--- src/rtl/i2c_pkg.sv ---
// Shared I2C definitions: trigger sequencer states and byte/ACK constants.
package i2c_pkg;

  localparam int   I2C_BYTE_BITS = 8;
  localparam logic I2C_ACK       = 1'b0;

  typedef enum logic [2:0] {
    ST_IDLE,
    ST_WAIT_START,
    ST_SHIFT,
    ST_ACK,
    ST_DONE
  } i2c_trig_state_t;

endpackage

--- src/rtl/i2c_bus_sync.sv ---
// Synchronizes raw scl/sda into the clk domain and flags scl rise, START and STOP.
// Port `reset` is active-low; everything resets to the idle-bus level so no false START.
module i2c_bus_sync #(
  parameter int SYNC_STAGES = 2
) (
  input  logic clk,
  input  logic reset,
  input  logic scl,
  input  logic sda,
  output logic scl_rise,
  output logic start_det,
  output logic stop_det,
  output logic sda_s
);

  logic [SYNC_STAGES-1:0] r_scl_sync;
  logic [SYNC_STAGES-1:0] r_sda_sync;
  logic                   r_scl_prev;
  logic                   r_sda_prev;
  logic                   r_scl_rise;
  logic                   r_start;
  logic                   r_stop;
  logic                   r_sda_out;
  logic                   w_scl;
  logic                   w_sda;

  assign w_scl = r_scl_sync[SYNC_STAGES-1];
  assign w_sda = r_sda_sync[SYNC_STAGES-1];

  // Detectors are registered so every bus event lands SYNC_STAGES+1 cycles after the pin,
  // with sda_s aligned to the same cycle as scl_rise.
  always_ff @(posedge clk or negedge reset) begin
    if (!reset) begin
      r_scl_sync <= '1;
      r_sda_sync <= '1;
      r_scl_prev <= 1'b1;
      r_sda_prev <= 1'b1;
      r_scl_rise <= 1'b0;
      r_start    <= 1'b0;
      r_stop     <= 1'b0;
      r_sda_out  <= 1'b1;
    end else begin
      r_scl_sync <= {r_scl_sync[SYNC_STAGES-2:0], scl};
      r_sda_sync <= {r_sda_sync[SYNC_STAGES-2:0], sda};
      r_scl_prev <= w_scl;
      r_sda_prev <= w_sda;
      r_scl_rise <= w_scl & ~r_scl_prev;
      r_start    <= r_scl_prev & w_scl & r_sda_prev & ~w_sda;
      r_stop     <= r_scl_prev & w_scl & ~r_sda_prev & w_sda;
      r_sda_out  <= w_sda;
    end
  end

  assign scl_rise  = r_scl_rise;
  assign start_det = r_start;
  assign stop_det  = r_stop;
  assign sda_s     = r_sda_out;

endmodule

--- src/rtl/i2c_trigger_ctrl.sv ---
// Programmable I2C trigger: matches the byte stream after each START against a loaded
// pattern and pulses `trigger` when every pattern byte arrives ACKed. `reset` is active-low.
module i2c_trigger_ctrl
  import i2c_pkg::*;
#(
  parameter int NUM_BYTES   = 4,
  parameter int SYNC_STAGES = 2,
  localparam int LW = $clog2(NUM_BYTES + 1),
  localparam int AW = (NUM_BYTES > 1) ? $clog2(NUM_BYTES) : 1
) (
  input  logic          clk,
  input  logic          reset,
  input  logic          scl,
  input  logic          sda,
  input  logic          cfg_we,
  input  logic [AW-1:0] cfg_addr,
  input  logic [7:0]    cfg_data,
  input  logic [LW-1:0] cfg_len,
  input  logic          arm,
  input  logic          disarm,
  output logic          armed,
  output logic          byte_valid,
  output logic [7:0]    byte_out,
  output logic          ack_out,
  output logic          trigger,
  output logic [LW-1:0] match_idx
);

  localparam logic [LW-1:0] MAX_LEN  = LW'(NUM_BYTES);
  localparam logic [3:0]    LAST_BIT = 4'(I2C_BYTE_BITS - 1);

  logic w_scl_rise;
  logic w_start;
  logic w_stop;
  logic w_sda;

  i2c_bus_sync #(
    .SYNC_STAGES(SYNC_STAGES)
  ) u_bus_sync (
    .clk      (clk),
    .reset    (reset),
    .scl      (scl),
    .sda      (sda),
    .scl_rise (w_scl_rise),
    .start_det(w_start),
    .stop_det (w_stop),
    .sda_s    (w_sda)
  );

  i2c_trig_state_t r_state;
  i2c_trig_state_t w_state_nxt;
  logic [3:0]      r_bitcnt;
  logic [3:0]      w_bitcnt_nxt;
  logic [7:0]      r_shift;
  logic [7:0]      w_shift_nxt;
  logic [7:0]      r_pattern [NUM_BYTES];
  logic [LW-1:0]   r_len;
  logic [LW-1:0]   w_len_nxt;
  logic [LW-1:0]   r_match_idx;
  logic [LW-1:0]   w_match_nxt;
  logic [LW-1:0]   w_idx_inc;
  logic            r_armed;
  logic            w_armed_nxt;
  logic            r_byte_valid;
  logic            w_byte_valid_nxt;
  logic [7:0]      r_byte_out;
  logic [7:0]      w_byte_out_nxt;
  logic            r_ack_out;
  logic            w_ack_nxt;
  logic            r_trigger;
  logic            w_trigger_nxt;
  logic [7:0]      w_pat_cur;
  logic            w_len_ok;
  logic            w_byte_match;

  assign w_pat_cur    = r_pattern[r_match_idx[AW-1:0]];
  assign w_idx_inc    = r_match_idx + LW'(1);
  assign w_len_ok     = (cfg_len != '0) && (cfg_len <= MAX_LEN);
  assign w_byte_match = (r_shift == w_pat_cur) && (w_sda == I2C_ACK);

  // Pattern file is writable only while disarmed and keeps its contents across arms.
  always_ff @(posedge clk or negedge reset) begin
    if (!reset) begin
      for (int i = 0; i < NUM_BYTES; i++) r_pattern[i] <= '0;
    end else if (cfg_we && (r_state == ST_IDLE) && (int'(cfg_addr) < NUM_BYTES)) begin
      r_pattern[cfg_addr] <= cfg_data;
    end
  end

  always_ff @(posedge clk or negedge reset) begin
    if (!reset) begin
      r_state      <= ST_IDLE;
      r_bitcnt     <= '0;
      r_shift      <= '0;
      r_len        <= '0;
      r_match_idx  <= '0;
      r_armed      <= 1'b0;
      r_byte_valid <= 1'b0;
      r_byte_out   <= '0;
      r_ack_out    <= 1'b1;
      r_trigger    <= 1'b0;
    end else begin
      r_state      <= w_state_nxt;
      r_bitcnt     <= w_bitcnt_nxt;
      r_shift      <= w_shift_nxt;
      r_len        <= w_len_nxt;
      r_match_idx  <= w_match_nxt;
      r_armed      <= w_armed_nxt;
      r_byte_valid <= w_byte_valid_nxt;
      r_byte_out   <= w_byte_out_nxt;
      r_ack_out    <= w_ack_nxt;
      r_trigger    <= w_trigger_nxt;
    end
  end

  // Within a transfer, START beats STOP beats scl rise; disarm overrides everything.
  always_comb begin
    w_state_nxt      = r_state;
    w_bitcnt_nxt     = r_bitcnt;
    w_shift_nxt      = r_shift;
    w_len_nxt        = r_len;
    w_match_nxt      = r_match_idx;
    w_armed_nxt      = r_armed;
    w_byte_valid_nxt = 1'b0;
    w_byte_out_nxt   = r_byte_out;
    w_ack_nxt        = r_ack_out;
    w_trigger_nxt    = 1'b0;

    case (r_state)
      ST_IDLE: begin
        if (arm && w_len_ok) begin
          w_len_nxt   = cfg_len;
          w_match_nxt = '0;
          w_armed_nxt = 1'b1;
          w_state_nxt = ST_WAIT_START;
        end
      end
      ST_WAIT_START: begin
        if (w_start) begin
          w_bitcnt_nxt = '0;
          w_match_nxt  = '0;
          w_state_nxt  = ST_SHIFT;
        end
      end
      ST_SHIFT, ST_ACK: begin
        if (w_start) begin
          w_bitcnt_nxt = '0;
          w_match_nxt  = '0;
          w_state_nxt  = ST_SHIFT;
        end else if (w_stop) begin
          w_match_nxt = '0;
          w_state_nxt = ST_WAIT_START;
        end else if (w_scl_rise) begin
          if (r_state == ST_SHIFT) begin
            w_shift_nxt  = {r_shift[6:0], w_sda};
            w_bitcnt_nxt = r_bitcnt + 4'd1;
            if (r_bitcnt == LAST_BIT) w_state_nxt = ST_ACK;
          end else begin
            w_byte_valid_nxt = 1'b1;
            w_byte_out_nxt   = r_shift;
            w_ack_nxt        = w_sda;
            w_bitcnt_nxt     = '0;
            if (!w_byte_match) begin
              w_match_nxt = '0;
              w_state_nxt = ST_WAIT_START;
            end else if (w_idx_inc == r_len) begin
              w_match_nxt   = w_idx_inc;
              w_trigger_nxt = 1'b1;
              w_armed_nxt   = 1'b0;
              w_state_nxt   = ST_DONE;
            end else begin
              w_match_nxt = w_idx_inc;
              w_state_nxt = ST_SHIFT;
            end
          end
        end
      end
      ST_DONE: begin
        w_state_nxt = ST_IDLE;
      end
      default: begin
        w_state_nxt = ST_IDLE;
      end
    endcase

    if (disarm) begin
      w_state_nxt   = ST_IDLE;
      w_armed_nxt   = 1'b0;
      w_trigger_nxt = 1'b0;
    end
  end

  assign armed      = r_armed;
  assign byte_valid = r_byte_valid;
  assign byte_out   = r_byte_out;
  assign ack_out    = r_ack_out;
  assign trigger    = r_trigger;
  assign match_idx  = r_match_idx;

endmodule

--- config.mk ---
export PLATFORM = sky130hd
export DESIGN_NAME = i2c_trigger_ctrl
export DESIGN_NICKNAME = d
export VERILOG_FILES = /design/src/rtl/i2c_pkg.sv /design/src/rtl/i2c_bus_sync.sv /design/src/rtl/i2c_trigger_ctrl.sv
export SDC_FILE = /design/constraint.sdc
export NUM_CORES = 1
export LEC_CHECK = 0
export ABC_AREA = 1
export CAP_MARGIN = 30
export CORE_MARGIN = 2
export CORE_UTILIZATION = 40
export DETAILED_ROUTE_END_ITERATION = 10
export HOLD_SLACK_MARGIN = 0.12
export SLEW_MARGIN = 40
export SYNTH_ARGS = -nofsm -noshare
export SYNTH_HDL_FRONTEND = slang
export SYNTH_HIERARCHICAL = 1
export SYNTH_SLANG_ARGS = --single-unit
--- constraint.sdc ---
create_clock -name clk -period 1.55 [get_ports clk]
set_input_delay 0.31 -clock clk [delete_from_list [all_inputs] [get_ports clk]]
set_output_delay 0.31 -clock clk [all_outputs]
set_load 0.005 [all_outputs]
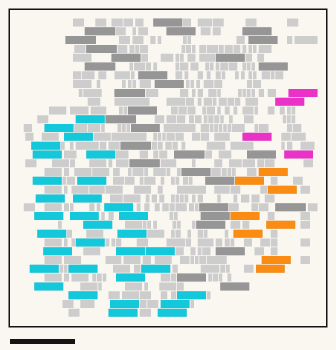
Run 1: register map, names as in the netlist
The bar under the picture is 20 microns long. Other sequential cells in the stronger gray, the rest of the logic in the fainter gray.
netlist name	color	placed flops
r_pattern	cyan	32
r_bitcnt	magenta	4
byte_out	orange	8
not colored	30
post-layout util: 58.00%
Seq. pwr: 2.86 mW
Seq area share: 37.22%

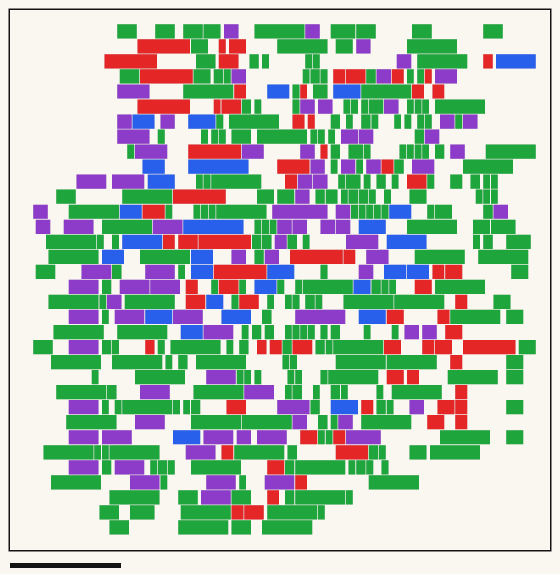
Run 1: drive-strength map
The bar under the picture is 20 microns long.
size	color	cells	share	most used
x1 and smaller	green	290	61%	nand2_1
x6 and larger	blue	29	6.1%	buf_6
x3 and x4	purple	85	18%	buf_4
x2	red	72	15%	nand2_2
fin area: 0.005009 sq mm
setup ws final: -0.2646 ns
Area Growth Syn to Fin: 42.61%

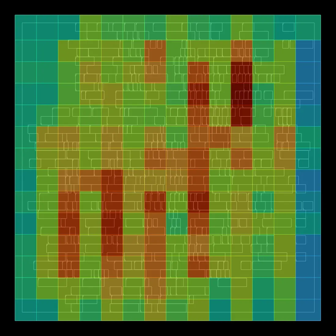
Run 1: routing congestion
all-layer global routing usage: 18.33%
wire per inst: 13.97 microns

==> Slide: Implementation Results, run 1 <==
Implementation Results

Final layout
  • Diodes inserted: 0
  • Non-clk buf share: 16.29%
  • Gate Area: 0.001780 sq mm
  • Combinational share of cell area: 35.55%
  • Sequential cell area: 0.001864 sq mm
  • Combinational gates: 252
  • Seq cells: 74
  • ClkCell Share: 4.347%
  • # nets final: 493
  • Nonclk inv count: 46

Power
  • Clock Power: 1.67 mW
  • Switching Share: 32.74%
  • Clock share of power: 23.2%
  • Pwr top: registers
  • Peak supply drop: 0.0006979 V
  • Total net switching power: 2.357 mW
  • Seq pwr share: 39.7%
  • Comb pwr share: 37.1%

Min path
  • Min-Delay Path Class: flop to flop
  • Worst hold start: u_bus_sync/r_sda_sync[0]

Placed design
  • Post-detail-place hpwl: 5419 microns
  • RD Place Congestion: 0.8124
  • DP Area: 0.004272 sq mm
  • Buffers on Ports: 34

Synthesis
  • Top logic family: simple AND/OR/NAND/NOR gates
  • Cell accounting for the most synthesized area: dfrtp_1
  • Gate Count Post-Synth: 376
  • Adder Area Share: 0.7125%
  • Synth top area share: 47.74%
  • Sequential share of the synthesized area: 52.97%
  • Simple share: 21.20%
  • Mapped Nets: 398
  • Mapped Area: 0.003512 sq mm
  • Synth mux share: 9.619%

Run status
  • Status: finished with violations
  • Failing checks: setup timing

Worst setup path
  • RR Startpoint: match_idx[0]
  • Crit path to: match_idx[0]
  • Reg2reg end: match_idx[0]
  • Worst EP required: 1.83 ns
  • Worst path arrival time: 2.09 ns
  • Kind of critical path: flop to flop
  • CP endpoint kind: flop
  • R2R setup slack: -0.26 ns
  • Reg2Reg Depth: 11

CTS
  • CTS max path bufs: 2
  • Num CTS Buffers: 9
  • Root buf cell: clkbuf_8
  • TritonCTS clock tree: done

Global routing
  • Global routing usage on met3: 3.094%
  • GR Layer Usage met2: 28.91%
  • Vias in the first global route: 2855
  • Total grt overflow: 0

Timing
  • Max Fclk: 0.5511 GHz
  • Slew headroom: 72.61%
  • Setup ws final: -0.2646 ns
  • Setup Skew: 0.008242 ns
  • Worst-margin pin slew: 0.4108 ns
  • Setup TNS: -4.449 ns
  • Final min period: 1.815 ns
  • Final setup violation count: 48

Floorplanning
  • Die span in y: 97.71 microns
  • Tapcells: 108
  • CORE AREA: 0.008636 sq mm
  • Core Rows: 34

Route
  • DRC Markers: 0

Run
  • Max-cap violations: 0
-- run 1: what timing repair did --
action | CTS | global route
setup endpoints to repair | 52 | 61
pin swaps | 19 | 20
endpoints found under the hold margin | 67 | 0
hold buffers | 1 | 0
gates resized | 95 | 40
buffers inserted | 11 | 3
gates cloned | 3 | 0
-- run 1: per-stage QoR --
stage | utilization [%] | power, mW | std cells | hold WS (ns)
2_1_floorplan | - | 4.122 | 376 | 0.01441
3_3_place_gp | 49.46 | 4.846 | 551 | 0.3482
3_5_place_dp | 49.46 | 4.910 | 551 | 0.3476
4_1_cts | 56.26 | 7.073 | 582 | 0.3513
5_1_grt | 58.00 | 7.653 | 584 | 0.3510
6_report | 58.00 | 7.200 | 584 | 0.3575
-- run 1: layer usage --
metal,part of all wire [%],wire [microns],vias to the layer above
li1,-,-,1406
met1,49,3961,1333
met2,47,3861,37
met3,2.4,192,11
met4,1.8,146,0
met5,0,0,-
-- run 1: critical path, stage by stage (launching register included) --
cell,delay [ns]
dfrtp_2,0.47
buf_6,0.17
buf_4,0.14
a21oi_4,0.12
o21ai_2,0.07
nand2_1,0.06
nand2_1,0.06
nand2_2,0.07
nand3_4,0.10
nor3_4,0.22
nand2_1,0.10
o21ai_1,0.14
-- run 1: flip-flops by register name, indices dropped and copies added, names as in the netlist --
register	cells
ack_out	1
armed	1
byte_out	8
byte_valid	1
match_idx	3
r_bitcnt	4
r_len	3
r_pattern	32
r_shift	8
r_state	3
trigger	1
u_bus_sync/r_scl_prev	1
u_bus_sync/r_scl_sync	2
u_bus_sync/r_sda_prev	1
u_bus_sync/r_sda_sync	2
u_bus_sync/scl_rise	1
u_bus_sync/start_det	1
u_bus_sync/stop_det	1
Run 1, gate-type map:
The bar under the picture is 20 microns long.
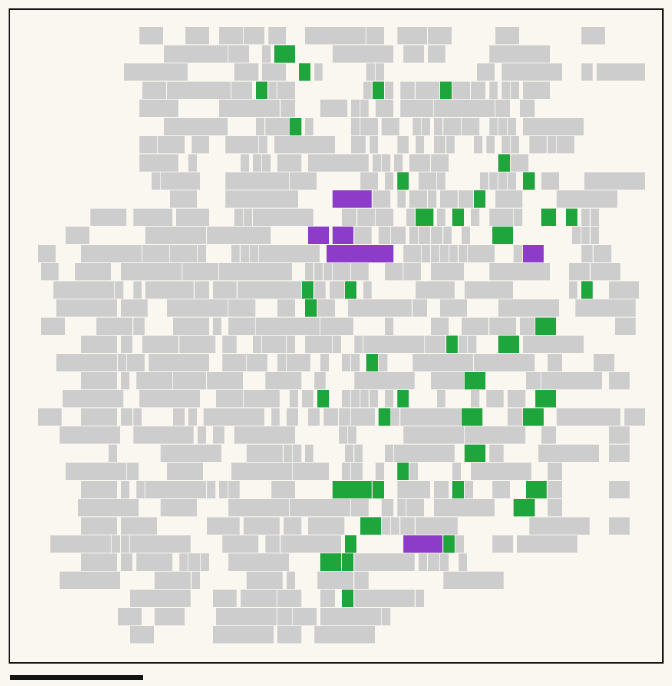

==> inputs of run 2 (changes only) <==
--- a/config.mk
+++ b/config.mk
@@ -9,8 +9,10 @@
 export CAP_MARGIN = 30
 export CORE_MARGIN = 2
 export CORE_UTILIZATION = 40
+export CTS_BUF_LIST = sky130_fd_sc_hd__clkbuf_4 sky130_fd_sc_hd__clkbuf_8 sky130_fd_sc_hd__clkbuf_16
 export DETAILED_ROUTE_END_ITERATION = 10
 export HOLD_SLACK_MARGIN = 0.12
+export PLACE_DENSITY_LB_ADDON = 0.25
 export SLEW_MARGIN = 40
 export SYNTH_ARGS = -nofsm -noshare
 export SYNTH_HDL_FRONTEND = slang
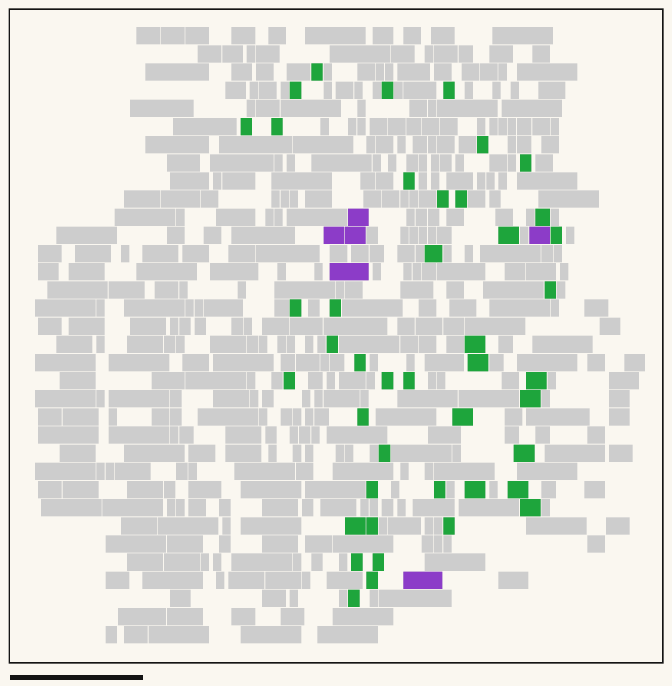
Run 2: gate-type map
The bar under the picture is 20 microns long.
family	color	cells
aoi and oai cells	green	43
xor and xnor cells	purple	6
most used logic cell in the final layout: nand2_1
combinational share of cell area: 34.40%
Finished Layout Cells: 584

==> Slide: Implementation Results, run 2 <==
Implementation Results

Worst setup path
  • Kind of critical path: flop to flop
  • CP Cell Sequence: buf_8, nand2_1, nand3_1, nand2_2, xor2_2, nand3_4, nor3_4, nand2_2, o21ai_1
  • Worst EP required: 1.83 ns
  • Most common cell on crit path: nand2_2
  • CP endpoint kind: flop
  • Reg2Reg Depth: 9
  • Max incr delay on CP: 0.45 ns
  • Slowest cell on crit path: dfrtp_2
  • Worst path arrival time: 2.05 ns

Timing
  • Worst-margin pin slew: 0.3923 ns
  • Setup ws final: -0.2218 ns
  • Setup Skew: 0.01426 ns
  • Final setup violation count: 48
  • Setup TNS: -3.636 ns
  • Final min period: 1.772 ns
  • Slew headroom: 73.85%
  • Max Fclk: 0.5644 GHz

Global routing
  • Largest net degree at the start of global routing: 75
  • Global routing usage on met3: 2.878%
  • Total grt overflow: 0
  • Gr busiest metal: met2
  • GR Layer Usage met2: 29.66%
  • Vias in the first global route: 2865
  • All-layer global routing usage: 18.21%

Synthesis
  • Yosys Instances: 376
  • Synth mux share: 9.619%
  • Most common flop cell mapped by yosys: dfrtp_1
  • Mapped Area: 0.003512 sq mm
  • Cell accounting for the most synthesized area: dfrtp_1
  • Mapped Nets: 398
  • Synth top area share: 47.74%
  • Adder Area Share: 0.7125%
  • Sequential share of the synthesized area: 52.97%
  • Top logic family: simple AND/OR/NAND/NOR gates
  • Simple share: 21.20%
  • Gate Count Post-Synth: 376

Run status
  • Status: finished with violations
  • Failing checks: setup timing

Power
  • Seq pwr share: 39.7%
  • Total net switching power: 2.269 mW
  • Seq. pwr: 2.85 mW
  • Clock share of power: 23.6%
  • Clock Power: 1.70 mW
  • Comb pwr share: 36.7%
  • Peak supply drop: 0.0007215 V
  • Switching Share: 31.56%
  • Pwr top: registers

Min path
  • Min-Delay Path Class: flop to flop

Final layout
  • Largest register FFs: 32
  • Area Growth Syn to Fin: 40.01%
  • # nets final: 493
  • Largest register by flop count: r_pattern
  • Diodes inserted: 0

Placed design
  • Buffers on Ports: 34
  • RD Place Congestion: 0.8468
  • Placed cells: 549
  • Post-detail-place hpwl: 5363 microns

Floorplanning
  • Die span in y: 97.71 microns
  • Die Size: 0.009546 sq mm
  • Core Rows: 34
  • CORE AREA: 0.008636 sq mm
  • Initial Utilization: 40.67%

CTS
  • CTS max path bufs: 2
  • Insertion delay to the later sink of the worst-skew pair: 0.36 ns
  • Root buf cell: clkbuf_8
  • TritonCTS clock tree: done
  • Num CTS Buffers: 9

Route
  • Highest routed layer: met4
  • Wire per inst: 13.80 microns
  • Met1 WL: 3732 microns
  • Metal3 WL: 261 microns
  • DRC Markers: 0
  • Routed length on met2: 3905 microns

Run
  • Max-cap violations: 0
[run 2: cell counts after synthesis]
Identical to the previous run, type by type.
[run 2: final timing paths]
kind	from	endpoint	slack [ns]
max	match_idx[0]	match_idx[2]	-0.22
min reg2reg	u_bus_sync/r_scl_sync[0]	u_bus_sync/r_scl_sync[1]	0.36
max in group asynchronous	reset	u_bus_sync/r_sda_sync[1]	0.67
min	u_bus_sync/r_scl_sync[0]	u_bus_sync/r_scl_sync[1]	0.36
max reg2reg	match_idx[0]	match_idx[2]	-0.22
min in group asynchronous	reset	r_pattern[21]	0.52
[run 2: timing repair]
item                                   4_1_cts  5_1_grt
gates resized                               80       21
setup buffers                               10        6
endpoints found under the hold margin       67        0
gates cloned                                 2        0
hold buffers                                 1        0
setup endpoints to repair                   51       59
pin swaps                                   18       13
[run 2: area by class of cell]
cell class	instances	area (sq um)
Clock buffer	12	152.6
Inverter	44	175.2
Multi-Input combinational cell	252	1692
Tap cell	108	135.1
Timing Repair Buffer	88	809.5
Clock inverter	4	75.07
Timing Repair inverter	2	15.01
Fill cell	767	3719
Sequential cell	74	1863
[run 2: worst max-delay path: cells and delay by family (launching register included)]
kind            cells  cell delay, ns
compound gates      1            0.12
simple gates        6            0.75
xor+xnor            1            0.19
buf+inv             1            0.16
flops               1            0.45
[run 2: metrics by stage]
step	power [mW]	hold WS (ns)	cell area, sq um	setup slack (ns)	utilization (%)
final	7.188	0.3596	4917	-0.2218	56.94
after CTS	7.081	0.3623	4802	-0.2275	55.61
after detailed placement	4.902	0.3515	4257	-0.4436	49.29
after global placement	4.834	0.3476	4257	-0.3861	49.29
after global routing	7.673	0.3633	4917	-0.3424	56.94
after floorplan	4.122	0.01441	3521	-0.08566	-
Power and IR drop assume default switching activity.
